### config.mk
export PLATFORM = sky130hd
export DESIGN_NAME = if_id_fifo
export DESIGN_NICKNAME = d
export VERILOG_FILES = /design/src/rtl/if_id_fifo.sv
export SDC_FILE = /design/constraint.sdc
export NUM_CORES = 1
export LEC_CHECK = 0
export CORE_ASPECT_RATIO = 0.8
export CORE_UTILIZATION = 41
export CTS_CLUSTER_DIAMETER = 60
export DETAILED_ROUTE_END_ITERATION = 8
export SLEW_MARGIN = 40
export SYNTH_ARGS = -nofsm -noshare
export SYNTH_HDL_FRONTEND = slang
export SYNTH_SLANG_ARGS = --single-unit
### constraint.sdc
create_clock -name clk -period 8.78 [get_ports clk]
set_clock_uncertainty 0.05 [all_clocks]
set_input_delay 0.878 -clock clk [delete_from_list [all_inputs] [get_ports clk]]
set_output_delay 0.878 -clock clk [all_outputs]
set_load 0.01 [all_outputs]
### src/rtl/if_id_fifo.sv
// rtl/if_id_fifo.sv - IF/ID decoupling FIFO carrying {pc, instr, pred} with flush
module if_id_fifo #(
  parameter int PC_W    = 64,
  parameter int INSTR_W = 32,
  parameter int DEPTH   = 4
) (
  input  logic                       clk,
  input  logic                       rst_n,
  input  logic                       in_valid,
  output logic                       in_ready,
  input  logic [PC_W-1:0]            in_pc,
  input  logic [INSTR_W-1:0]         in_instr,
  input  logic                       in_pred,
  input  logic                       flush,
  output logic                       out_valid,
  input  logic                       out_ready,
  output logic [PC_W-1:0]            out_pc,
  output logic [INSTR_W-1:0]         out_instr,
  output logic                       out_pred,
  output logic [$clog2(DEPTH+1)-1:0] count
);

  localparam int PTR_W = $clog2(DEPTH);
  localparam int CNT_W = $clog2(DEPTH+1);
  localparam int ENT_W = PC_W + INSTR_W + 1;

  logic [ENT_W-1:0] entries [DEPTH];
  logic [PTR_W-1:0] head_q, head_d;
  logic [PTR_W-1:0] tail_q, tail_d;
  logic [CNT_W-1:0] count_q, count_d;
  logic             push;
  logic             pop;
  logic [ENT_W-1:0] head_ent;

  // Handshake flags come only from registered occupancy, so there is no in->out path.
  assign in_ready  = (count_q != CNT_W'(DEPTH));
  assign out_valid = (count_q != '0);
  assign push      = in_valid && in_ready && !flush;
  assign pop       = out_valid && out_ready && !flush;
  assign count     = count_q;

  always_comb begin
    head_d  = head_q;
    tail_d  = tail_q;
    count_d = count_q;
    if (flush) begin
      head_d  = '0;
      tail_d  = '0;
      count_d = '0;
    end else begin
      if (push) tail_d = tail_q + PTR_W'(1);
      if (pop)  head_d = head_q + PTR_W'(1);
      case ({push, pop})
        2'b10:   count_d = count_q + CNT_W'(1);
        2'b01:   count_d = count_q - CNT_W'(1);
        default: count_d = count_q;
      endcase
    end
  end

  always_ff @(posedge clk) begin
    if (!rst_n) begin
      head_q  <= '0;
      tail_q  <= '0;
      count_q <= '0;
    end else begin
      head_q  <= head_d;
      tail_q  <= tail_d;
      count_q <= count_d;
    end
  end

  // Storage is never reset; stale contents are hidden by the out_valid mask below.
  always_ff @(posedge clk) begin
    if (rst_n && push) entries[tail_q] <= {in_pc, in_instr, in_pred};
  end

  assign head_ent  = out_valid ? entries[head_q] : '0;
  assign out_pc    = head_ent[ENT_W-1 -: PC_W];
  assign out_instr = head_ent[INSTR_W:1];
  assign out_pred  = head_ent[0];

endmodule
==> flow_summary.yaml <==
# generated from flow reports
outcome:
  status: "complete, no violations"
global_routing:
  grt_overflow_total: 0
  antenna_found_initial: 2
  grt_pass1_wl_um: 46150
  grt_pass1_vias: 7770
  track_usage_pct: 16.30
  grt_start_max_net_pins: 99
timing:
  setup_tns_ps: 0
  slew_headroom_pct: 51.67
  max_freq_ghz: 0.2489
  fin_ws_ps: 4762
  whs_ps: 477.7
  period_needed_ps: 4018
  worst_pin_slew_ps: 724.9
  fin_crit_sh_pct: 45.76
  setup_viol: 0
  rsz0062_at_grt: "no"
yosys:
  yosys_cells: 670
  ys.flop_type: "edfxtp_1"
  ys_sh_aoi_pct: 0.3392
  syn_area_um2: 15120
  synthMuxAreaShare_pct: 14.45
  synth.cellmix.simpleShare_pct: 4.733
  yosys-dominant-comb-family: "multiplexers"
  synth.distinct_cells: 26
  synthArstFlopShare_pct: 0
  synth_seq_share_pct: 78.24
  most_common_cell: "edfxtp_1"
  xor_share_pct: 0.2317
  ys_ff: 397
  top_cell_area_share_pct: 77.05
  common_cells: "edfxtp_1 (388), and2_1 (98), mux4_2 (97)"
  edf_count: 388
  fp_nets: 778
  adder_share_pct: 0.5461
clock_tree:
  cts.sinks: 397
  cts_tree: "done"
  cts_buffer_depth: 3
  insertion_delay_ps: 520
  clk_pin_slew_ps: 60
  cts_buffers: 41
  post_cts_buffers: 0
  cts_hold_buf: 0
  htree_levels: 2
  cts_resized: 0
worst_setup_path:
  rr_startpoint: "count[0]$_SDFFE_PP0P_"
  crit_type: "reg2out"
  crit_fanout: 33
  start_kind: "flip-flop"
  end_kind: "output port"
  r2r-end: "entries[0][64]$_DFFE_PP_"
  critPathArrivalTime_ps: 3090
  r2r_cells: 5
  critPathRequiredTime_ps: 7850
power:
  irDropWorstVdd_mv: 0.1470
  p_leak_nw: 5.882
  pwr_density_cell_nw_per_um2: 203.3
place:
  placed_cells: 1328
  dpl_worst_slack_ps: 5037
  dp_hpwl_um: 17000
detailed_routing:
  dr_wl_met2_um: 13580
  drt_iter0_markers: 416
  postRouteAntennaNets: 0
  met3_length_um: 2145
  vias_per_cell: 5.060
  route.detailed.drc: 0
  top_layer_used: "met5"
  post_drt_wl_per_cell_um: 21.08
  dr.pass1.iters: 4
floorplan:
  chipArea_um2: 37660
  ios: 204
  core_util_floorplan_pct: 41.92
  fp.dieH_um: 173.8
finish:
  postLayoutCellArea_um2: 18950
  fill_cells: 2823
  syn_to_final_growth_pct: 25.29
  num-nets-final: 999
  fin_cells: 1402
  drive_gt1_share_pct: 18.06
hold_path:
  worstHoldStart: "head_q[1]$_SDFFE_PP0P_"
  holdCritPathClass: "reg2reg"
  hold_depth: 2
  holdPathEnd: "head_q[1]$_SDFFE_PP0P_"
[flip-flops by register name (all words and copies together) (netlist names), named ones only]
name	count
count	3
entries	388
head_q	2
tail_q	2
[placed cells by master, fill, tap and decap left out, types with 2 or more instances in the layout]
cell / n
clkinv_2: 4
diode_2: 3
nor2_1: 7
clkinv_1: 9
dfxtp_4: 2
o31ai_1: 2
and2_1: 98
clkdlybuf4s50_1: 203
edfxtp_1: 388
xor2_1: 4
clkbuf_16: 42
dfxtp_1: 7
and3_4: 4
buf_12: 2
buf_4: 3
nor2b_1: 2
inv_1: 6
mux4_2: 97
clkbuf_1: 10
ha_1: 5
buf_6: 5
a21oi_1: 3
clkbuf_8: 4
[power breakdown]
part           switching [W]  total, W  internal, W
combinational      0.0000690  0.000159    0.0000898
clock               0.000657   0.00159     0.000935
sequential        0.00000472   0.00210      0.00210
total               0.000730   0.00385      0.00312
[cell type report]
cell class / instances / area (um^2) / share of cell area, %
flip-flops and latches: 397 / 11840 / 62.48
multi-input cells: 232 / 3090 / 16.31
repair buffers: 213 / 2151 / 11.35
clock buffers: 56 / 1144 / 6.036
well taps: 480 / 600.6 / 3.170
clock inverters: 15 / 92.59 / 0.4887
inverters: 6 / 22.52 / 0.1189
diodes: 3 / 7.507 / 0.03962
[worst max path at each step]
stage                         start                        to  slack [ps]  depth (start not counted)
after floorplan            in_valid   entries[0][0]$_DFFE_PP_        4650                          3
after global placement    flip-flop                out_pc[51]        4840                          4
after detailed placement      flush  entries[0][59]$_DFFE_PP_        5040                          6
after CTS                 flip-flop             out_instr[27]        4670                          4
after global routing      flip-flop                 out_pc[1]        4550                          4
final                     flip-flop             out_instr[27]        4760                          4
[worst max-delay path, cell delays in order (launching register included)]
cell and delay [ps]:
dfxtp_4 580, buf_4 640, mux4_2 600, and2_1 210, clkdlybuf4s50_1 490
**A small window of the routed layout**

Window x 150 to 175, y 118 to 143 um. Cells in grey, sequential cells in the stronger grey; small squares are vias.
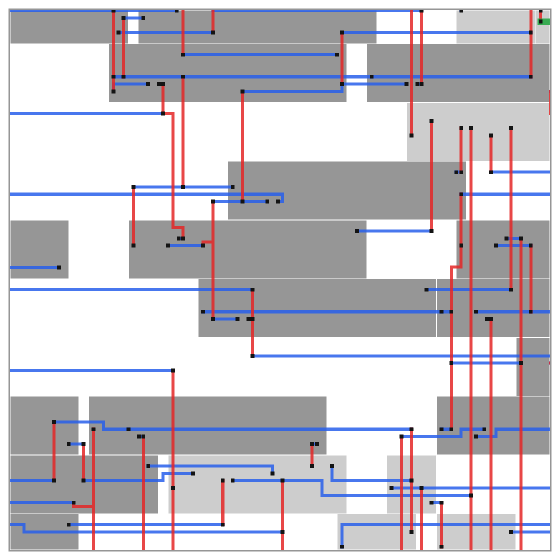
Blue shows metal 1. Red shows metal 2. Green shows metal 3.
Most frequent: edfxtp_1 (8), clkdlybuf4s50_1 (3), mux4_2 (2). Sequential cells in the window: 8. 14 logic cells have their middle in the window. Netlist names of flops here include entries (8).

**Where the registers sit**

(2 px per um) Other sequential cells in the stronger grey, the rest of the logic in the fainter grey.
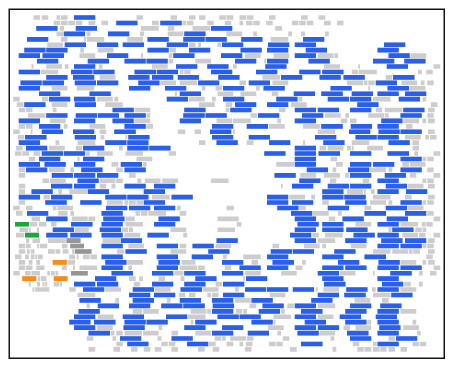
Blue shows entries, placed flops 388, where widely spread. Green shows tail_q, placed flops 2. Orange shows count, placed flops 3.
Another 4 sequential cells are not coloured.
Seq group: 0.00210 W
fin util: 52.53%
sequential cell area: 11840 um^2
sequential cell area share: 62.48%

**Track usage over the die**

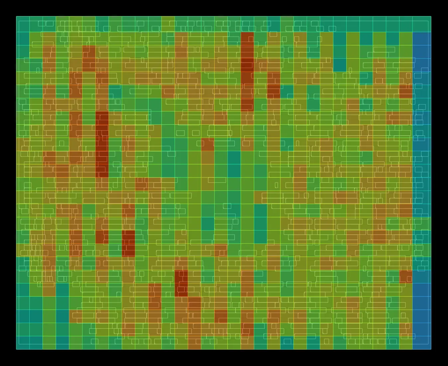
busiest grt layer: met2
grt met3 use: 4.895%
GRT met2 Usage: 25.39%

**Metal 1**

(1 px per um)
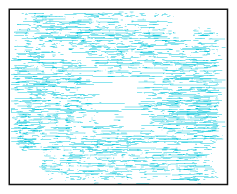
The longest straight run is 58.4 um. The layer carries 13300 um of wire. The layer holds 45% of the routed length. The wires run mostly horizontal. 906 nets have wire on it.
Post-Route WL: 29560 um
via count: 7094
global-route met1 utilization: 22.38%

No activity file was given, so power comes from the tool's default toggle rates.
